==> config.mk <==
export PLATFORM = sky130hd
export DESIGN_NAME = muldiv_seq
export DESIGN_NICKNAME = d
export VERILOG_FILES = /design/src/rtl/muldiv_pkg.sv /design/src/rtl/muldiv_step.sv /design/src/rtl/muldiv_seq.sv
export SDC_FILE = /design/constraint.sdc
export NUM_CORES = 1
export LEC_CHECK = 0
export ABC_AREA = 1
export CORE_ASPECT_RATIO = 0.7
export CORE_MARGIN = 4
export CORE_UTILIZATION = 40
export CTS_BUF_LIST = sky130_fd_sc_hd__clkbuf_16
export DETAILED_ROUTE_END_ITERATION = 8
export MAX_ROUTING_LAYER = met4
export PLACE_DENSITY_LB_ADDON = 0.2
export SLEW_MARGIN = 10
export SYNTH_ARGS = -nofsm -noshare
export SYNTH_HDL_FRONTEND = slang
export SYNTH_SLANG_ARGS = --single-unit
==> constraint.sdc <==
create_clock -name i_clk -period 2.5 [get_ports i_clk]
set_input_delay 0.25 -clock i_clk [delete_from_list [all_inputs] [get_ports i_clk]]
set_output_delay 0.25 -clock i_clk [all_outputs]
set_load 0.1 [all_outputs]
Power grid:
Scale bar: 50 microns. Pins as bars on the die edge.
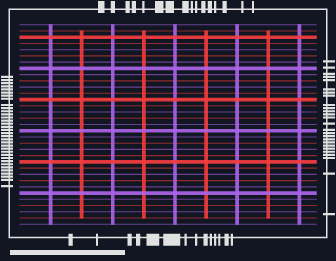
| color | net |
|---|---|
| red | VDD |
| purple | VSS |
rows: 32
met4 straps: 9
VDD IR max: 0.338 mV
Die Y-Extent: 98.9 microns
die width: 138 microns
Core ar.: 11300 sq um

Cells colored by class:
Fill, decap, tap and diode cells in gray.
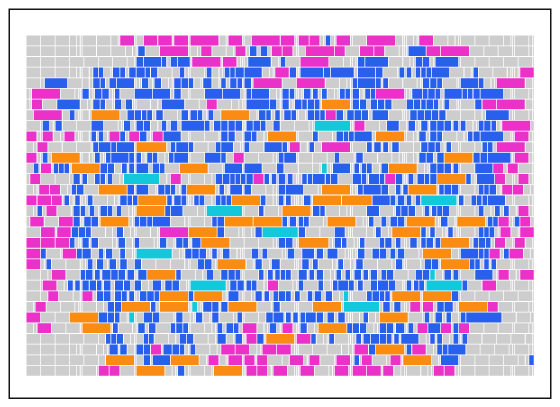
| color | class | cells |
|---|---|---|
| blue | remaining logic cells | 666 |
| magenta | remaining buffers and delay cells | 142 |
| cyan | clock drivers and dummy loads | 14 |
| orange | registers | 57 |
Layout Utilization: 0.579
row cnt: 32
fraction of area in registers: 0.175
Final Cell Area: 6530 sq um

==> flow_metrics.tcl <==
# place-and-route summary
set metrics [dict create \
    path_buffers 2 \
    mux_share 0 \
    maxSlewViolCount 0 \
    p_total_mw 3.64 \
    vias_per_cell 5.49 \
    clock-sinks 57 \
    grt_use_met1 0.357 \
    synth_chip_area_sq_um 4720 \
    dieArea_sq_um 13600 \
    wl_microns 16800 \
    power_density_nw_per_um2 557 \
    netlist_area_sq_um 4720 \
    start_kind "flop" \
    wl_per_cell_microns 16.3 \
    cts_setup_buffers 0 \
    hold_viol_final 0 \
    worstSetupPathDepth 13 \
    fin_crit_ps 2230 \
    clock_power_share 0.285 \
    finalCritPeriodShare 0.894 \
    pre_cts_ws_ps 287 \
    antenna_cells 0 \
    hold_class "flop to flop" \
    avgSynthCellArea_sq_um 6.09 \
    io_buffers 120 \
    setup_violations 0 \
    simple_gate_share 0.218 \
    grt_setup_unrepaired "false" \
    synth_top_area_share 0.242 \
    met2_usage 0.355 \
    io_pins 123 \
    power_leakage_nw 2.85 \
    grtUsageMet3 0.0566 \
    clock_latency_ps 330 \
    clock_path_buffers 2 \
    outcome "finished clean" \
    grt_first_pass_wirelength_microns 26700 \
    numCtsBuffers 9 \
    synthArstFlopShare 0 \
    sw_frac_of_total 0.430 \
    met1Wirelength_microns 7800 \
    dp_hpwl_microns 12700 \
    synth.distinct_cells 36 \
    wl_met3_microns 1590 \
    root_buffer "clkbuf_16" \
    fin_ws_ps 266 \
    critPathMaxStageDelay_ps 370 \
    crit_path_cell_trace "inv_1, ha_1, nand2_1, inv_1, o21ai_2, nand3_2, nor2_4, nand2_4, nand2_1, nand3_1, o21ai_0, nand2_1, a21oi_1" \
    warnings 28 \
    path_common_cell "nand2_1" \
    p_int_mw 2.08 \
    grt_overflow 0 \
    p_sw_mw 1.57 \
    p_seq_mw 1.05 \
    whs_ps 472 \
    xor_share 0 \
    syn_inst 775 \
    crit_arrival_ps 2490 \
    ys_seq_share 0.242 \
    area_delta_synth_final_pct 38.3 \
    firstDrtPassIters 5 \
    grt_pass1_vias 5255 \
    largest_area_cell "dfxtp_1" \
    rr_worst_depth 13 \
    synth_flops 57 \
    tritoncts "done" \
    criticalPathCategory "flop to flop" \
    cp.required_ps 2750 \
    critical-path-slowest-cell "dfxtp_1" \
    power_clock_mw 1.04 \
    fmax_ghz 0.448 \
    edf_count 0 \
    syn_nets 863 \
    clk_pin_slew_worst_paths_ps 50 \
    highest_layer "met4" \
    yosysWarnings 0 \
    slew_headroom 0.603 \
    ys_sh_aoi 0.303 \
    hold_buffers 0 \
    topCombFamilyByArea "AND-OR/OR-AND gates" \
    maxCapViolCount 0 \
    htreeDepth 3 \
    drive_above_1_share 0.162 \
    comb_power_mw 1.55 \
    synth.area.top_cells "dfxtp_1 (24%), nand2_1 (13%), a21oi_1 (13%), o21ai_0 (11%), ha_1 (9.5%)" \
    gp_congestion 0.911 \
    finalSetupTns_ps 0 \
    antenna_found_initial 0 \
    top_power_group "combinational cells" \
    cp_top_family "simple AND/OR/NAND/NOR gates" \
    vias 5661 \
    grt.busiest_layer "met1" \
]
[cell families (layout without fill, tap and decap cells)]
kind of cell               after synthesis  count (layout)
other                                    2               2
DFF                                     57              57
and+or+nand+nor                        247             247
AOI/OAI and AO/OA                      269             269
adders and majority gates               36              36
buffers and inverters                  164             268
[worst register-to-register path: cells and delay by family, from the launching register on]
family,cells,cell delay [ps]
DFF,1,370
and+or+nand+nor,7,1010
AOI/OAI and AO/OA,3,380
adders and majority gates,1,290
buffers and inverters,2,110
[cell usage after synthesis (2+ instances only)]
cell	instances
nand2_1	162
a21oi_1	118
inv_1	107
o21ai_0	107
dfxtp_1	57
nand3_1	41
ha_1	36
clkbuf_1	32
nor2_1	25
a31oi_1	11
buf_2	10
o21ai_1	10
a21oi_2	9
nor3_1	7
nand4_1	5
a22oi_1	4
buf_4	4
inv_2	4
buf_1	3
buf_6	2
conb_1	2
nand2_2	2
o211ai_1	2
o21a_1	2
o21ai_2	2
[cells in the final DEF (no fill, tap or decap), types with 14 or more instances in the layout]
cell type	synthesis	layout
dfxtp_1	57	54
o21ai_0	107	107
nand2_1	162	162
buf_12	0	19
nor2_1	25	25
a21oi_1	118	102
clkdlybuf4s50_1	0	51
a21oi_4	0	14
buf_4	4	72
inv_1	107	110
ha_1	36	35
nand3_1	41	41
[area by class of cell]
| cell class | count | area [sq um] |
|---|---|---|
| clock inverter | 5 | 18.8 |
| clock buffer | 9 | 225 |
| tap | 153 | 191 |
| timing repair buffer | 142 | 1430 |
| sequential | 57 | 1140 |
| multi-input combinational | 554 | 3100 |
| fill | 1113 | 4760 |
| inverter | 112 | 422 |
[metrics by stage]
step | std cells | util
floorplan | 775 | -
global placement | 1018 | 0.557
detailed placement | 1018 | 0.557
CTS | 1032 | 0.579
global route | 1032 | 0.579
finish | 1032 | 0.579
